[src/rtl/mem_arbiter.sv]
// mem_arbiter: registered arbiter granting instruction/data cache word requests onto a single-ported RAM.
// Optional MEM_ARB_RR_EN: round-robin on simultaneous requests (default build: fixed data-cache priority).
module mem_arbiter #(
    parameter int ERR_LIMIT = 16,
    parameter int CNT_W     = 5
) (
    input  logic        CLK,
    input  logic        nRST,
    input  logic        dREN,
    input  logic        dWEN,
    input  logic [31:0] daddr,
    input  logic [31:0] dstore,
    output logic        dwait,
    output logic [31:0] dload,
    input  logic        iREN,
    input  logic [31:0] iaddr,
    output logic        iwait,
    output logic [31:0] iload,
    output logic        ramREN,
    output logic        ramWEN,
    output logic [31:0] ramaddr,
    output logic [31:0] ramstore,
    input  logic [31:0] ramload,
    input  logic [1:0]  ramstate,
    output logic        arb_err
);

    typedef enum logic [1:0] {
        IDLE  = 2'd0,
        DSERV = 2'd1,
        ISERV = 2'd2
    } state_e;

    localparam logic [1:0]       RAM_ACCESS = 2'd2;
    localparam logic [1:0]       RAM_ERROR  = 2'd3;
    localparam logic [CNT_W-1:0] LIMIT      = CNT_W'(ERR_LIMIT);

    state_e             state_q, state_d;
    logic [31:0]        addr_q, addr_d;
    logic [31:0]        store_q, store_d;
    logic               wen_q, wen_d;
    logic [CNT_W-1:0]   cnt_q, cnt_d, cnt_inc;
    logic               err_q, err_d, err_now;
    logic               d_req, serving, granted_req, done, pick_d;
`ifdef MEM_ARB_RR_EN
    logic               last_q, last_d;   // 1: data cache was granted last
`endif

    always_comb begin
        // NOTE: every variable gets a default first so no path leaves it unassigned (no latches).
        state_d = state_q;
        addr_d  = addr_q;
        store_d = store_q;
        wen_d   = wen_q;
        cnt_d   = cnt_q;
`ifdef MEM_ARB_RR_EN
        last_d  = last_q;
`endif

        d_req       = dREN | dWEN;
        serving     = (state_q == DSERV) || (state_q == ISERV);
        granted_req = (state_q == DSERV) ? d_req : iREN;
        done        = serving && (ramstate == RAM_ACCESS);
        cnt_inc     = cnt_q + 1'b1;
        // Raised during the ERR_LIMIT-th error cycle itself, then held by err_q.
        err_now     = serving && granted_req && (ramstate == RAM_ERROR)
                      && ((cnt_inc == LIMIT) || (cnt_q == LIMIT));

`ifdef MEM_ARB_RR_EN
        pick_d = d_req && !(iREN && last_q);
`else
        pick_d = d_req;
`endif

        unique case (state_q)
            IDLE: begin
                if (pick_d) begin
                    state_d = DSERV;
                    addr_d  = daddr;
                    store_d = dstore;
                    wen_d   = dWEN;
`ifdef MEM_ARB_RR_EN
                    last_d  = 1'b1;
`endif
                end else if (iREN) begin
                    state_d = ISERV;
                    addr_d  = iaddr;
                    store_d = '0;
                    wen_d   = 1'b0;
`ifdef MEM_ARB_RR_EN
                    last_d  = 1'b0;
`endif
                end
            end
            DSERV, ISERV: begin
                // Completion wins over a same-cycle request drop; otherwise a drop aborts.
                if (done || !granted_req) begin
                    state_d = IDLE;
                    cnt_d   = '0;
                end else if ((ramstate == RAM_ERROR) && (cnt_q != LIMIT)) begin
                    cnt_d = cnt_inc;
                end
            end
            default: state_d = IDLE;
        endcase

        err_d = err_q | err_now;
    end

    always_ff @(posedge CLK or negedge nRST) begin
        if (!nRST) begin
            state_q <= IDLE;
            addr_q  <= '0;
            store_q <= '0;
            wen_q   <= 1'b0;
            cnt_q   <= '0;
            err_q   <= 1'b0;
`ifdef MEM_ARB_RR_EN
            last_q  <= 1'b0;
`endif
        end else begin
            // NOTE: non-blocking assignments so every flop samples the pre-edge values.
            state_q <= state_d;
            addr_q  <= addr_d;
            store_q <= store_d;
            wen_q   <= wen_d;
            cnt_q   <= cnt_d;
            err_q   <= err_d;
`ifdef MEM_ARB_RR_EN
            last_q  <= last_d;
`endif
        end
    end

    // RAM side is driven purely from the registered request.
    assign ramREN   = serving && !wen_q;
    assign ramWEN   = serving && wen_q;
    assign ramaddr  = addr_q;
    assign ramstore = store_q;

    assign dwait   = !(done && (state_q == DSERV));
    assign iwait   = !(done && (state_q == ISERV));
    assign dload   = (state_q == DSERV) ? ramload : '0;
    assign iload   = (state_q == ISERV) ? ramload : '0;
    assign arb_err = err_q | err_now;

endmodule

[config.mk]
export PLATFORM = sky130hd
export DESIGN_NAME = mem_arbiter
export DESIGN_NICKNAME = d
export VERILOG_FILES = /design/src/rtl/mem_arbiter.sv
export SDC_FILE = /design/constraint.sdc
export NUM_CORES = 1
export LEC_CHECK = 0
export ABC_AREA = 0
export CAP_MARGIN = 5
export CORE_ASPECT_RATIO = 0.6
export CORE_MARGIN = 8
export CORE_UTILIZATION = 31
export DETAILED_ROUTE_END_ITERATION = 10
export GPL_TIMING_DRIVEN = 0
export PLACE_DENSITY = 0.76
export SLEW_MARGIN = 15
export SYNTH_ARGS = -nofsm -noshare
export SYNTH_HDL_FRONTEND = slang
export SYNTH_SLANG_ARGS = --single-unit
export TNS_END_PERCENT = 20
[constraint.sdc]
create_clock -name CLK -period 1.6 [get_ports CLK]
set_input_delay 0.32 -clock CLK [delete_from_list [all_inputs] [get_ports CLK]]
set_output_delay 0.32 -clock CLK [all_outputs]
set_load 0.05 [all_outputs]
Routed clock nets over the placement:
Drawn at 3 px/um.
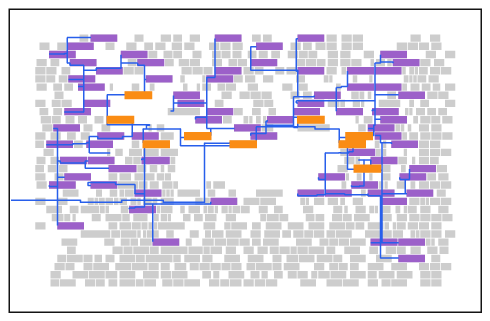
- cells driving clock nets: orange (count 9)
- flip-flops: purple (count 73)
- clock wires: blue (length 952 um)
- routed clock nets: 10
Clock Power Share: 0.125
Skew-Pair Late Insertion Delay: 0.32 ns
power of the clock network: 2.09 mW
worst clock skew: 0.00647 ns

Gate families picked out:
Drawn at 2 px/um.
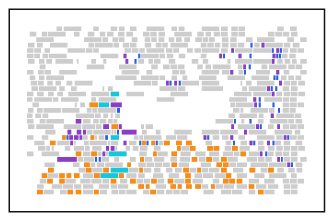
- AND and OR gates: orange (cells 70; most used and2_4)
- NAND gates: blue (cells 41; most used nand2_1)
- adder and majority cells: cyan (cells 6; most used ha_4)
- inverting AOI/OAI gates: purple (cells 49; most used o21ai_0)
filler-free cell count of the finished design: 821
Commonest Layout Cell: clkdlybuf4s50_1
Comb/total area: 0.253

Routed metal, one colour a layer:
Drawn at 2 px/um. Only two layers are drawn.
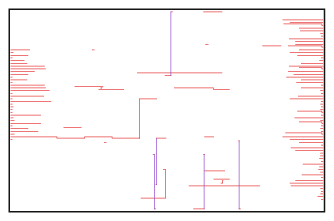
- met3: red (wire length 1120 um)
- met4: purple (wire length 178 um)
total routing resource utilization after global routing: 0.190
via count: 3808
DR WL/cell: 19.2 um
Detailed Route WL: 15.8 mm

Pin map:
Drawn at 2 px/um. Pins as bars across the die edge, other pins in grey.
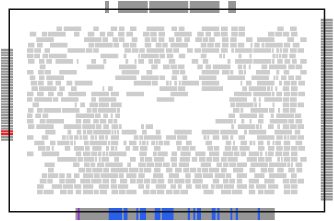
- ramstate: red (pins 2; direction input; edge left)
- ramload: blue (pins 32; direction input; edge bottom)
- iREN: purple (pins 1; direction input; edge bottom)
height of the die: 100 um
input/output buffers: 267
Chip Width: 157 um

The clock network:
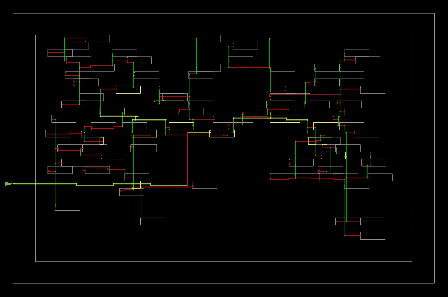
count of clock-net buffers in the final layout: 10
sequential cells: 73
TritonCTS sink count: 73

==> flow_summary.toml <==
# synthesis and place-and-route metrics
[cts]
cts.htree.levels = 3
tritoncts.num_buffers = 9

[layout]
layout.cells.largest_class = "non-clock buffers"
logic_gate_count = 247
layout.clock.cell_area_share = 0.0408
layout.core_utilization = 0.642
fraction_of_final_layout_cells_sized_beyond_drive_strength_1 = 0.311
antenna_cells = 0
num-nets-final = 793
bufAreaShareNonClock = 0.433

[setup_path]
reg2reg_depth = 8
r2r_end = "state_q[1]$_DFFE_PN0P_"
worst_ep_arrival_time_ns = 1.81
crit_path_top_delay_cell = "dfrtp_2"
worst_r2r_startpoint = "state_q[1]$_DFFE_PN0P_"
timing.critical_path.cells = "inv_2 -> ha_2 -> and4bb_2 -> a41oi_2 -> o21ai_2 -> a31o_4 -> buf_8"
critical_path_class = "flop to primary output"
crit_path_start = "cnt_q[0]$_DFFE_PN0P_"
critical_path_buf_inv_count = 2

[global_route]
use_met2 = 0.320
first_global_vias = 4032
grt.met3_usage = 0.0608
grt-busiest-layer = "met2"

[job]
cap_violations = 0
warning_count = 33

[logic_synthesis]
number_of_enable_type_register_cells_in_the_synthesized_netlist = 0
top_logic_kind = "simple AND/OR/NAND/NOR gates"
simple_gate_share = 0.180
ff_type = "dfrtp_1"
netlist-cell-type-count = 32
xor_area_frac = 0.00237
synth_top_area_share = 0.495
yosys.area_share.adder = 0.0204
seq_share_synth = 0.495
synth.yosys.num_cells = 353
syn-mean-instance-area_sq_um = 10.4
synth.mux.area_fraction = 0.0899
netlist_area_pre_place_sq_um = 3690
synthesis.instances = 353

[power_and_ir_drop]
power.switching_mw = 8.49
p_seq_mw = 3.18
power_report.internal_total_mw = 8.30
power_leakage_nw = 3.53
power.ir.vdd_worst_uv = 1260
power_dissipated_in_combinational_cells_mw = 11.5
power-top-group = "combinational cells"

[placed_design]
area_post_placement_sq_um = 6620
detailedPlacementHpwl_mm = 12.1

[routing]
drt_drc_violations_left = 0
final_antenna_net_count = 0
drt_pass1_iterations = 4

[min_path]
min-delay-path-class = "flop to flop"
holdCritStartpoint = "ramaddr[24]$_DFFE_PN0P_"

[final_timing]
ratio_of_final_minimum_period_to_clock_period = 1.33
max_slew_headroom_at_the_worst_pin = 0.616
finalWorstSetupSlack_ns = -0.527
setup_violations = 75
finalCriticalPeriod_ns = 2.13
worst_hold_slack_ns = 0.474
finalHoldViolations = 0
timing_max_transition_violations_final = 0
setup_repair_after_global_routing_missed_its_margin = "yes"

[run_status]
run_status = "finished, violations left"
failed_checks = "setup timing"

[die]
fp_util = 0.312
design.core.area_sq_um = 11800
tap_cells = 165
rows = 31
[per-stage QoR]
stage | instances | TNS (ns) | power [mW] | worst slack [ns]
6_report | 821 | -20.05 | 16.8 | -0.527
5_1_grt | 821 | -24.58 | 17.6 | -0.595
4_1_cts | 817 | -19.60 | 16.3 | -0.501
3_5_place_dp | 786 | -91.79 | 13.6 | -1.14
3_3_place_gp | 785 | -252.00 | 13.5 | -2.27
2_1_floorplan | 353 | -3.43 | 9.86 | -0.126
[routing by layer]
metal  wire length [um]  share of wire  vias to the layer above
li1                   -              -                     1817
met1               6690           0.42                     1834
met2               7790           0.49                      143
met3               1120          0.071                       14
met4                177          0.011                        0
met5                  0              0                        -
[sequential cells by signal (all words and copies together), names as in the netlist]
signal	cells
wen_q	1
ramaddr	32
err_q	1
ramstore	32
state_q	2
cnt_q	5
Power figures rest on the tool's default switching activity, not on a simulated workload.
